===== src/rtl/wb_pkg.sv =====
// Shared writeback definitions: port widths, destination-mux select encodings
// and the hard-wired zero register.
package wb_pkg;

    localparam int ADDR_W = 5;
    localparam int DATA_W = 32;

    localparam logic SEL_RD = 1'b0;
    localparam logic SEL_RT = 1'b1;

    localparam logic [ADDR_W-1:0] REG_ZERO = '0;

    typedef enum logic {
        PRI_A = 1'b0,
        PRI_B = 1'b1
    } pri_t;

endpackage


===== src/rtl/rr_arb2.sv =====
// Two-requester round-robin grant; the pointer moves to the loser on every accept.
module rr_arb2
    import wb_pkg::*;
(
    input  logic clk,
    input  logic rst,
    input  logic a_valid,
    input  logic b_valid,
    input  logic en,
    output logic grant_b,
    output logic a_ready,
    output logic b_ready
);

    pri_t pri;
    logic grant_a;

    always_comb begin
        grant_b = b_valid && (!a_valid || (pri == PRI_B));
        grant_a = a_valid && !grant_b;
        a_ready = grant_a && en && !rst;
        b_ready = grant_b && en && !rst;
    end

    always_ff @(posedge clk) begin
        if (rst) begin
            pri <= PRI_A;
        end else if (a_ready) begin
            pri <= PRI_B;
        end else if (b_ready) begin
            pri <= PRI_A;
        end
    end

endmodule


===== src/rtl/wb_port_arbiter.sv =====
// Register-file write port shared by the ALU (A/rd) and load/multi-cycle (B/rt)
// results, with a one-entry output stage and a saturating contention counter.
module wb_port_arbiter #(
    parameter int ADDR_W = wb_pkg::ADDR_W,
    parameter int DATA_W = wb_pkg::DATA_W,
    parameter int CNT_W  = 8
) (
    input  logic              inClk,
    input  logic              inReset,
    input  logic              inAValid,
    input  logic [ADDR_W-1:0] inAAddr,
    input  logic [DATA_W-1:0] inAData,
    output logic              outAReady,
    input  logic              inBValid,
    input  logic [ADDR_W-1:0] inBAddr,
    input  logic [DATA_W-1:0] inBData,
    output logic              outBReady,
    output logic              outWValid,
    input  logic              inWReady,
    output logic              outWe,
    output logic [ADDR_W-1:0] outWAddr,
    output logic [DATA_W-1:0] outWData,
    output logic              outSel,
    output logic [CNT_W-1:0]  outConflicts
);

    function automatic logic [CNT_W-1:0] sat_inc(input logic [CNT_W-1:0] v);
        return (&v) ? v : v + CNT_W'(1);
    endfunction

    logic              en;
    logic              grant_b;
    logic              accept;
    logic              vld_p1;
    logic [ADDR_W-1:0] addr_p1;
    logic [DATA_W-1:0] data_p1;
    logic              sel_p1;
    logic [CNT_W-1:0]  conflicts;

    assign en     = !vld_p1 || inWReady;
    assign accept = outAReady || outBReady;

    rr_arb2 u_arb (
        .clk     (inClk),
        .rst     (inReset),
        .a_valid (inAValid),
        .b_valid (inBValid),
        .en      (en),
        .grant_b (grant_b),
        .a_ready (outAReady),
        .b_ready (outBReady)
    );

    // Stage p1: registered writeback beat toward the register file
    always_ff @(posedge inClk) begin
        if (inReset) begin
            vld_p1  <= 1'b0;
            addr_p1 <= '0;
            data_p1 <= '0;
            sel_p1  <= wb_pkg::SEL_RD;
        end else if (accept) begin
            vld_p1  <= 1'b1;
            addr_p1 <= grant_b ? inBAddr : inAAddr;
            data_p1 <= grant_b ? inBData : inAData;
            sel_p1  <= grant_b ? wb_pkg::SEL_RT : wb_pkg::SEL_RD;
        end else if (inWReady) begin
            vld_p1  <= 1'b0;
        end
    end

    // Counts raw contention, regardless of whether the stage could accept.
    always_ff @(posedge inClk) begin
        if (inReset) begin
            conflicts <= '0;
        end else if (inAValid && inBValid) begin
            conflicts <= sat_inc(conflicts);
        end
    end

    assign outWValid    = vld_p1;
    assign outWAddr     = addr_p1;
    assign outWData     = data_p1;
    assign outSel       = sel_p1;
    assign outWe        = vld_p1 && (addr_p1 != ADDR_W'(wb_pkg::REG_ZERO));
    assign outConflicts = conflicts;

endmodule

===== config.mk =====
export PLATFORM = sky130hd
export DESIGN_NAME = wb_port_arbiter
export DESIGN_NICKNAME = d
export VERILOG_FILES = /design/src/rtl/wb_pkg.sv /design/src/rtl/rr_arb2.sv /design/src/rtl/wb_port_arbiter.sv
export SDC_FILE = /design/constraint.sdc
export NUM_CORES = 1
export LEC_CHECK = 0
export CAP_MARGIN = 40
export CORE_ASPECT_RATIO = 1.5
export CORE_MARGIN = 3
export CORE_UTILIZATION = 42
export CTS_BUF_LIST = sky130_fd_sc_hd__clkbuf_2 sky130_fd_sc_hd__clkbuf_4 sky130_fd_sc_hd__clkbuf_8
export DETAILED_ROUTE_END_ITERATION = 7
export PLACE_DENSITY = 0.93
export SLEW_MARGIN = 15
export SYNTH_ARGS = -nofsm -noshare
export SYNTH_HDL_FRONTEND = slang
export SYNTH_SLANG_ARGS = --single-unit

===== constraint.sdc =====
create_clock -name inClk -period 4.5 [get_ports inClk]
set_clock_uncertainty 0.2 [all_clocks]
set_input_delay 0.9 -clock inClk [delete_from_list [all_inputs] [get_ports inClk]]
set_output_delay 0.9 -clock inClk [all_outputs]
set_load 0.02 [all_outputs]

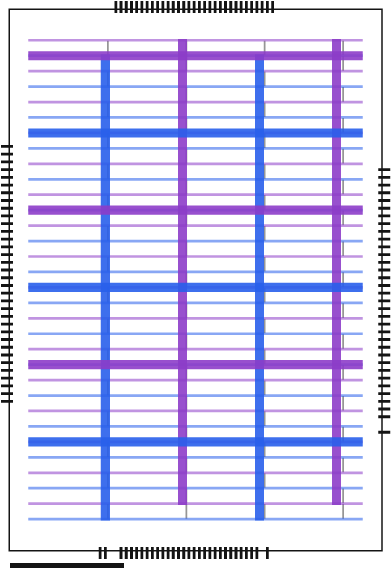
Figure 1: run 1, supply network.
The bar under the picture is 20 um long. Pins as bars on the die edge. Tap cells in gray.
legend:
  blue:
    net: VSS
  purple:
    net: VDD
tap cells: 66
met1 rails: 32
rows: 31
height of the die: 95.1 um
maximum resistive drop on vdd: 0.000216 V

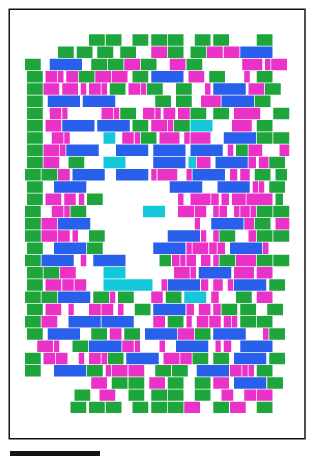
Figure 2: run 1, placed cells, one color a class.
The bar under the picture is 20 um long.
legend:
  green:
    class: other buffers and delay cells
    cells: 131
    share_of_their_area: 37%
  magenta:
    class: combinational and other logic
    cells: 165
    share_of_their_area: 33%
  cyan:
    class: clock drivers and dummy loads
    cells: 8
    share_of_their_area: 3.2%
  blue:
    class: flops
    cells: 48
    share_of_their_area: 27%

==> qor.txt, run 1 <==
Status: finished, final reports clean
Normalized max-slew margin: 51.4%
Highest Signal Layer: met4
Clock tree from TritonCTS: yes
Most numerous cell types in the synthesized netlist: sky130_fd_sc_hd__dfxtp_1, sky130_fd_sc_hd__nor2_1, sky130_fd_sc_hd__mux2i_1
Sinks on the clock net: 48
Most area-hungry cell type in the Yosys netlist: sky130_fd_sc_hd__dfxtp_1
Final std cell area, no fill: 3610 um^2
Buf+Inv Stages, Crit Path: 2
Most common library cell in the layout ignoring fill and taps: sky130_fd_sc_hd__clkdlybuf4s50_1
Crit path max fanout: 8
Number of non-filler instances in the completed layout: 418
Met3 WL: 428 um
Biggest cell delay along the critical path: 0.68 ns
P_sw: 0.000292 W
Power consumed by combinational cells: 0.000292 W
Number of standard cells reported by yosys: 233
Count of multi-input combinational gates: 162
Clock-net power: 0.000306 W
Share of total power in the clock network: 28.5%
Post-detailed-route DRC marker count: 0
Flip-flops: 48
Flip-flop and latch power: 0.000474 W
Element type at the critical path end: primary output
Count of cells along the worst hold path: 2
Minimum hold slack: 0.289 ns
Synthesized netlist net count: 313
Worst-case clock buffer depth: 2
Post-synth design cell area: 2220 um^2
Total cell area at the placement stage: 3500 um^2
Cell area power density: 296 nW/um^2
Global-route wire length before repair: 9800 um
Startpoint of the lowest-slack hold path: outSel$_SDFFE_PP0P_
Number of well-tap cells placed: 66
Met3 capacity usage during global routing: 5.54%
Number of enable-type register cells in the synthesized netlist: 0
Share of post-route cells with drive strength above 1: 6.53%
Final-layout non-clock buffer area share: 35.9%
Standard-cell row count: 31
Signed area change from the synthesized netlist to the final layout: 62.6%
Chip Area: 6220 um^2
Worst slack at placement: 0.752 ns
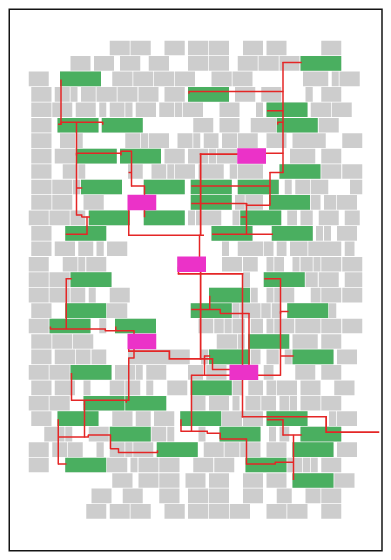
Figure 3: run 1, routed clock nets over the placement.
legend:
  magenta:
    item: clock drivers
    count: 5
  green:
    item: flip-flops
    count: 48
  red:
    item: clock wires
    length: 534 um
routed clock nets: 6

[run 1: how the worst max path moves through the flow]
stage | endpoint | slack [ns] | depth (start not counted)
3_5_place_dp | outAReady | 0.75 | 3
6_report | outAReady | 0.77 | 3
3_3_place_gp | outAReady | 0.85 | 3
5_1_grt | outAReady | 0.61 | 3
2_1_floorplan | outAReady | 1.02 | 3
4_1_cts | outAReady | 0.75 | 3
[run 1: logic make-up (layout without fill, tap and decap cells)]
kind of cell    count (synthesis)  in the layout  synth area share [%]
buf+inv                        23            142                  5.69
fa+ha+maj                       1              1                 0.563
compound gates                 51             51                  18.6
flops                          48             48                  43.2
mux                            39             39                  17.6
simple gates                   70             70                  14.0
xor+xnor                        1              1                 0.394
==> run 2, diff against run 1 <==
--- a/config.mk
+++ b/config.mk
@@ -8,10 +8,10 @@
 export CAP_MARGIN = 40
 export CORE_ASPECT_RATIO = 1.5
 export CORE_MARGIN = 3
-export CORE_UTILIZATION = 42
+export CORE_UTILIZATION = 39
 export CTS_BUF_LIST = sky130_fd_sc_hd__clkbuf_2 sky130_fd_sc_hd__clkbuf_4 sky130_fd_sc_hd__clkbuf_8
 export DETAILED_ROUTE_END_ITERATION = 7
-export PLACE_DENSITY = 0.93
+export PLACE_DENSITY = 0.87
 export SLEW_MARGIN = 15
 export SYNTH_ARGS = -nofsm -noshare
 export SYNTH_HDL_FRONTEND = slang
==> constraint.sdc (replaced) <==
create_clock -name inClk -period 3.8 [get_ports inClk]
set_clock_uncertainty 0.2 [all_clocks]
set_input_delay 0.76 -clock inClk [delete_from_list [all_inputs] [get_ports inClk]]
set_output_delay 0.76 -clock inClk [all_outputs]
set_load 0.02 [all_outputs]
==> qor.txt, run 2 <==
Least-Margin Pin Slew: 0.626 ns
Global-route wire length before repair: 9710 um (-0.98%)
Num CTS Buffers: 5
Minimum hold slack: 0.298 ns (+0.00955 ns)
Most area-hungry cell type in the Yosys netlist: sky130_fd_sc_hd__dfxtp_1
Power consumed by combinational cells: 0.000346 W (+18%)
Count of cells along the worst hold path: 2 (unchanged)
Height of the die: 98.5 um (+3.5%)
Number of enable-type register cells in the synthesized netlist: 0 (unchanged)
Worst path required time: 2.84 ns
Post-synth design cell area: 2220 um^2 (unchanged)
Normalized max-slew margin: 58.3% (+6.8 points)
Chip Area: 6660 um^2 (+7.1%)
Worst slack at placement: 0.313 ns (-0.439 ns)
Most common library cell in the layout ignoring fill and taps: sky130_fd_sc_hd__clkdlybuf4s50_1
Maximum number of pins on one net before global-route repair: 51
Primary flip-flop cell chosen by synthesis mapping: sky130_fd_sc_hd__dfxtp_1
Sinks on the clock net: 48 (unchanged)
Standard-cell row count: 33 (+6.5%)
Signed area change from the synthesized netlist to the final layout: 61.8%
Internal power: 0.000861 W
Clock-net power: 0.000286 W (-6.5%)
Highest Signal Layer: met4
Flip-flop and latch power: 0.000561 W (+18%)
Met3 WL: 472 um (+10%)
Top non-seq family: AND-OR/OR-AND gates
Number of non-filler instances in the completed layout: 422 (+0.96%)
Maximum resistive drop on vdd: 0.000209 V (-3.1%)
Final std cell area, no fill: 3600 um^2 (-0.48%)
Simple Share, Synth: 14.0% (unchanged)
Synthesized netlist net count: 313 (unchanged)
XOR/XNOR Fraction of Synth Area: 0.394% (unchanged)
Yosys warnings: 0
Most numerous cell types in the synthesized netlist: sky130_fd_sc_hd__dfxtp_1, sky130_fd_sc_hd__nor2_1, sky130_fd_sc_hd__mux2i_1
Unrepaired setup endpoints after global routing: no
Total cell area at the placement stage: 3510 um^2 (+0.36%)
Startpoint of the lowest-slack hold path: outSel$_SDFFE_PP0P_
Effective utilization at floorplan: 40.5%
Share of total power in the clock network: 24.0% (-4.5 points)
P_sw: 0.000331 W (+13%)
Adder-cell share of the synthesized area: 0.563% (unchanged)
Number of standard cells reported by yosys: 233 (unchanged)
Status: finished, final reports clean
M1 WL: 2090 um
Cell area power density: 332 nW/um^2 (+12%)
Share of flip-flops with an asynchronous set or reset after synthesis: 0%
R2R Path End: outWData[1]$_SDFFE_PP0P_
Element type at the critical path end: primary output
Met3 capacity usage during global routing: 6.16% (+0.61 points)
Area share of and-or/or-and cells after synthesis: 18.6% (unchanged)
Share of post-route cells with drive strength above 1: 6.53% (unchanged)
Global-route congestion overflow total: 0
Setup slack of the most critical reg-to-reg path: 1.99 ns
ANT nets after route: 0
Library cells used by synthesis: 33
Proportion of synthesized area in mux cells: 17.6% (unchanged)
Startpoint-to-endpoint class of the critical path: in -> out
Clock tree from TritonCTS: yes
run 2: cell counts after synthesis:
No cell type changed its count.
run 2: worst max path at each step:
stage | to | slack (ns)
floorplan | outAReady | 0.60
global placement | outAReady | 0.41
detailed placement | outAReady | 0.31
CTS | outAReady | 0.31
global route | outAReady | 0.27
finish | outAReady | 0.33
run 2: layout make-up:
class	instances	area (um^2)
sequential	48	961
clock buffer	6	76.3
multi-input combinational	162	1150
fill	459	1900
tap	70	87.6
clock inverter	1	5.00
timing repair buffer	132	1310
inverter	3	11.3
run 2: critical path: stages:
cell and delay [ns]:
sky130_fd_sc_hd__clkdlybuf4s50_1 0.56, sky130_fd_sc_hd__a2111oi_0 0.50, sky130_fd_sc_hd__clkdlybuf4s50_1 0.69
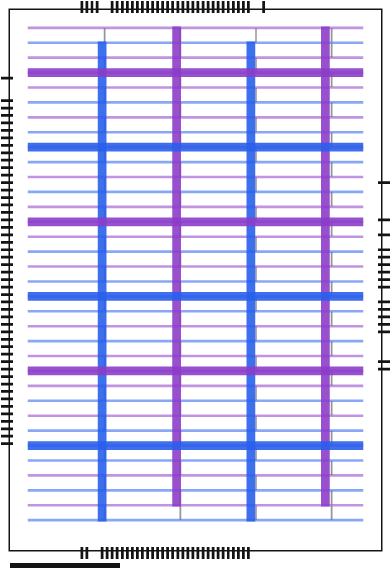
Figure 4: run 2, supply network.
The bar under the picture is 20 um long. Pins as bars on the die edge. Tap cells in gray.
legend:
  blue:
    net: VSS
  purple:
    net: VDD
rows: 33
met1 rails: 34
met5 straps: 6
signal pins: 129

Power is estimated from default activity; no workload was simulated.
